Placed cells, one color a class:
(8 px per micron) Fill, decap, tap and diode cells in gray.
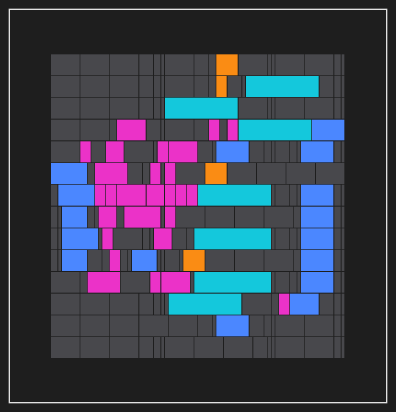
Clock nets:
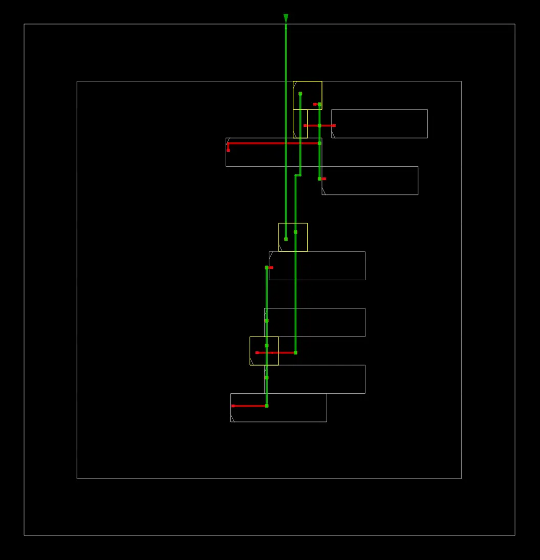
Ports around the boundary:
(6 px per micron) Pins as bars across the die edge, other pins in gray.
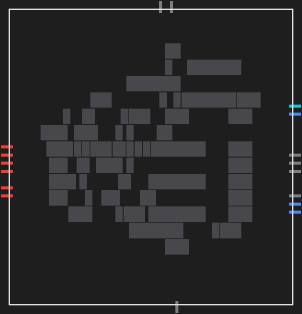
Metal 2:
(8 px per micron)
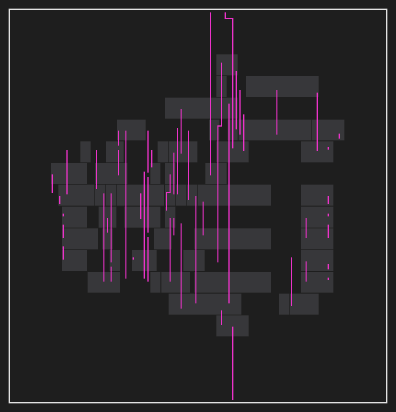
Clock distribution:
(12 px per micron)
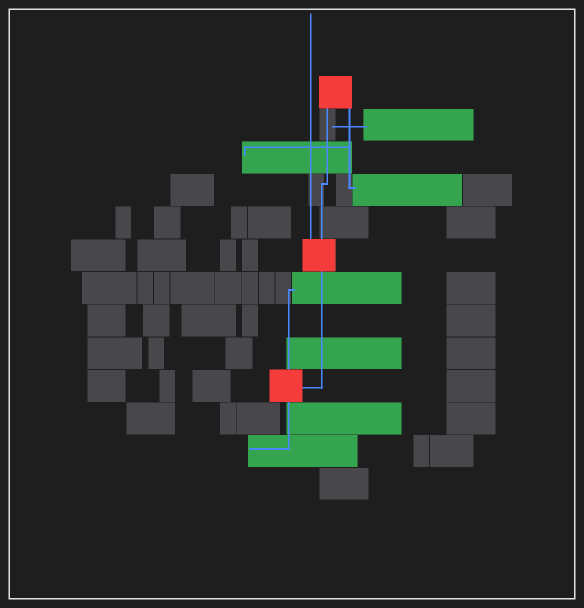
**src/rtl/control_pkg.sv**
```systemverilog
// Shared opcode and ALU operation-class constants plus the control bundle type.
// Used by the main control unit and by the downstream ALU-control block.
package control_pkg;

    localparam int unsigned OP_W     = 6;
    localparam int unsigned ALU_OP_W = 3;

    // Primary opcodes, instr[31:26]
    localparam logic [OP_W-1:0] OP_RTYPE = 6'd0;
    localparam logic [OP_W-1:0] OP_LW    = 6'd39;
    localparam logic [OP_W-1:0] OP_SW    = 6'd40;
    localparam logic [OP_W-1:0] OP_ADDI  = 6'd41;
    localparam logic [OP_W-1:0] OP_SLTI  = 6'd42;

    // ALU operation classes; 3'b110 and 3'b111 are reserved
    localparam logic [ALU_OP_W-1:0] ALU_ADD   = 3'b000;
    localparam logic [ALU_OP_W-1:0] ALU_SUB   = 3'b001;
    localparam logic [ALU_OP_W-1:0] ALU_RTYPE = 3'b010;
    localparam logic [ALU_OP_W-1:0] ALU_AND   = 3'b011;
    localparam logic [ALU_OP_W-1:0] ALU_OR    = 3'b100;
    localparam logic [ALU_OP_W-1:0] ALU_SLT   = 3'b101;

    // Datapath steering bundle
    typedef struct packed {
        logic                reg_dst;
        logic                alu_src;
        logic                mem_to_reg;
        logic                reg_write;
        logic                mem_read;
        logic                mem_write;
        logic [ALU_OP_W-1:0] alu_op;
    } ctrl_t;

    localparam ctrl_t CTRL_NOP = '0;

endpackage

```
**src/rtl/control_decode.sv**
```systemverilog
// Pure combinational opcode decoder.
// Ports:
//   op      in  opcode field instr[31:26]
//   ctrl_c  out decoded control bundle (combinational)
// Unknown opcodes, including any X/Z pattern, decode to an all-zero bundle.
module control_decode
    import control_pkg::*;
(
    input  logic [OP_W-1:0] op,
    output ctrl_t           ctrl_c
);

    // Opcode -> control bundle; everything not set explicitly stays 0
    always_comb begin
        ctrl_c = CTRL_NOP;
        case (op)
            OP_RTYPE: begin
                ctrl_c.reg_dst   = 1'b1;
                ctrl_c.reg_write = 1'b1;
                ctrl_c.alu_op    = ALU_RTYPE;
            end
            OP_LW: begin
                ctrl_c.alu_src    = 1'b1;
                ctrl_c.mem_to_reg = 1'b1;
                ctrl_c.reg_write  = 1'b1;
                ctrl_c.mem_read   = 1'b1;
                ctrl_c.alu_op     = ALU_ADD;
            end
            OP_SW: begin
                ctrl_c.alu_src   = 1'b1;
                ctrl_c.mem_write = 1'b1;
                ctrl_c.alu_op    = ALU_ADD;
            end
            OP_ADDI: begin
                ctrl_c.alu_src   = 1'b1;
                ctrl_c.reg_write = 1'b1;
                ctrl_c.alu_op    = ALU_ADD;
            end
            OP_SLTI: begin
                ctrl_c.alu_src   = 1'b1;
                ctrl_c.reg_write = 1'b1;
                ctrl_c.alu_op    = ALU_SLT;
            end
            default: ctrl_c = CTRL_NOP;
        endcase
    end

endmodule

```
**src/rtl/control.sv**
```systemverilog
// Main control unit: decodes the opcode and registers the steering signals.
// Ports:
//   clk       in  clock, rising edge
//   rst       in  asynchronous active-high reset, clears all outputs
//   Op        in  opcode field instr[31:26]
//   RegDst, MemRead, MemtoReg, MemWrite, ALUSrc, RegWrite  out  1-bit controls
//   ALUOp     out 3-bit ALU operation class
// Outputs reflect the Op sampled at the previous rising edge.
module control
    import control_pkg::*;
(
    input  logic                clk,
    input  logic                rst,
    input  logic [OP_W-1:0]     Op,
    output logic                RegDst,
    output logic                MemRead,
    output logic                MemtoReg,
    output logic [ALU_OP_W-1:0] ALUOp,
    output logic                MemWrite,
    output logic                ALUSrc,
    output logic                RegWrite
);

    ctrl_t ctrl_d;
    ctrl_t ctrl_q;

    control_decode u_decode (
        .op     (Op),
        .ctrl_c (ctrl_d)
    );

    // Output register bank
    always_ff @(posedge clk or posedge rst) begin
        if (rst) begin
            ctrl_q <= CTRL_NOP;
        end else begin
            ctrl_q <= ctrl_d;
        end
    end

    assign RegDst   = ctrl_q.reg_dst;
    assign ALUSrc   = ctrl_q.alu_src;
    assign MemtoReg = ctrl_q.mem_to_reg;
    assign RegWrite = ctrl_q.reg_write;
    assign MemRead  = ctrl_q.mem_read;
    assign MemWrite = ctrl_q.mem_write;
    assign ALUOp    = ctrl_q.alu_op;

endmodule

```
**config.mk**
```make
export PLATFORM = sky130hd
export DESIGN_NAME = control
export DESIGN_NICKNAME = d
export VERILOG_FILES = /design/src/rtl/control_pkg.sv /design/src/rtl/control_decode.sv /design/src/rtl/control.sv
export SDC_FILE = /design/constraint.sdc
export NUM_CORES = 1
export LEC_CHECK = 0
export ABC_AREA = 1
export CAP_MARGIN = 40
export CORE_AREA = 5 5 42 44
export CTS_CLUSTER_SIZE = 30
export DETAILED_ROUTE_END_ITERATION = 12
export DIE_AREA = 0 0 47 49
export PLACE_DENSITY = 0.57
export SETUP_SLACK_MARGIN = 0.4
export SYNTH_ARGS = -nofsm -noshare
export SYNTH_HDL_FRONTEND = slang
export SYNTH_SLANG_ARGS = --single-unit
```
**constraint.sdc**
```tcl
create_clock -name clk -period 1.2 [get_ports clk]
set_input_delay 0.12 -clock clk [delete_from_list [all_inputs] [get_ports clk]]
set_output_delay 0.12 -clock clk [all_outputs]
set_load 0.03 [all_outputs]
```
==> impl_metrics.py <==
# Physical implementation metrics
metrics = {
    "route": {
        "wl_met2_microns": 311,
        "drc": 0,
        "drtIter0Drc": 1,
        "wl_met3_microns": 100,
        "vias_per_cell": 3.81,
    },
    "power_and_ir_drop": {
        "maxPowerGroup": "sequential cells",
        "p_sw_share_pct": 23.5,
        "comb_power_share_pct": 15.2,
        "ir_drop_mv": 0.320,
    },
    "cells_and_area": {
        "drive_gt1_share_pct": 51.9,
        "fin_cells": 70,
        "lay_top_cells": "9 x buf_6, 5 x dfrtp_1, 5 x inv_1, 5 x nand2_1",
        "area_growth_pct": 65.6,
        "n_all_inverters": 8,
    },
    "yosys": {
        "ys_top_cells_by_count": "7 x dfrtp_1, 6 x inv_1, 6 x nand2_1",
        "netlist-cell-type-count": 12,
        "fp_nets": 44,
        "netlist_area_sq_um": 338,
        "top_cells_by_area": "dfrtp_1 52%, nand3_2 8.9%, inv_1 6.7%",
        "aoi_share_pct": 0,
    },
    "run_status": {
        "status": "finished clean",
    },
    "global_routing": {
        "first_global_vias": 270,
        "antenna_found_initial": 0,
        "overflow": 0,
    },
    "critical_path": {
        "cp.depth": 1,
    },
    "cts": {
        "cts-resized-gates": 68,
        "htree_levels": 1,
        "cts_buffers": 3,
    },
    "floorplanning": {
        "tapCellCount": 16,
        "initial_core_util_pct": 24.1,
    },
    "place": {
        "port_buffers": 16,
    },
    "final_timing": {
        "rsz0062_at_grt": "true",
        "slew_headroom_pct": 82.9,
        "worstMarginPinSlew_ns": 0.257,
        "hold-worst-slack_ns": 0.102,
    },
}
-- 'placed cells, one color a class' (at the start) --
Cyan stands for flops, cells 7. Orange stands for clock drivers and dummy loads, cells 4. Magenta stands for combinational and other logic, cells 27. Blue stands for other buffers and delay cells, cells 16.
flop share of the area: 31.8%
post-route cell area: 559 sq um

-- 'clock nets' (at the start) --
clk sinks: 7
Seq cells: 7
Layout clock buffers: 4

-- 'ports around the boundary' (at the start) --
Blue stands for `ALUOp`, pins 3, direction output, edge right. Red stands for `Op`, pins 6, direction input, edge left. Cyan stands for `RegDst`, pins 1, direction output, edge right.
DIE WIDTH: 47 microns
DIE HEIGHT: 49 microns

-- 'metal 2' (at the start) --
The longest straight run is 24.8 microns. The layer holds 51% of the routed length.
routing usage on met2: 9.05%
Vias: 267
final wirelength: 611 microns

-- 'clock distribution' (at the start) --
Red stands for clock drivers, count 3. Blue stands for clock wires, length 86.4 microns. Green stands for flip-flops, count 7.
There are 4 routed clock nets.
clock-net power: 0.000203 W
clock share of power: 38.6%

Power and IR drop assume default switching activity.
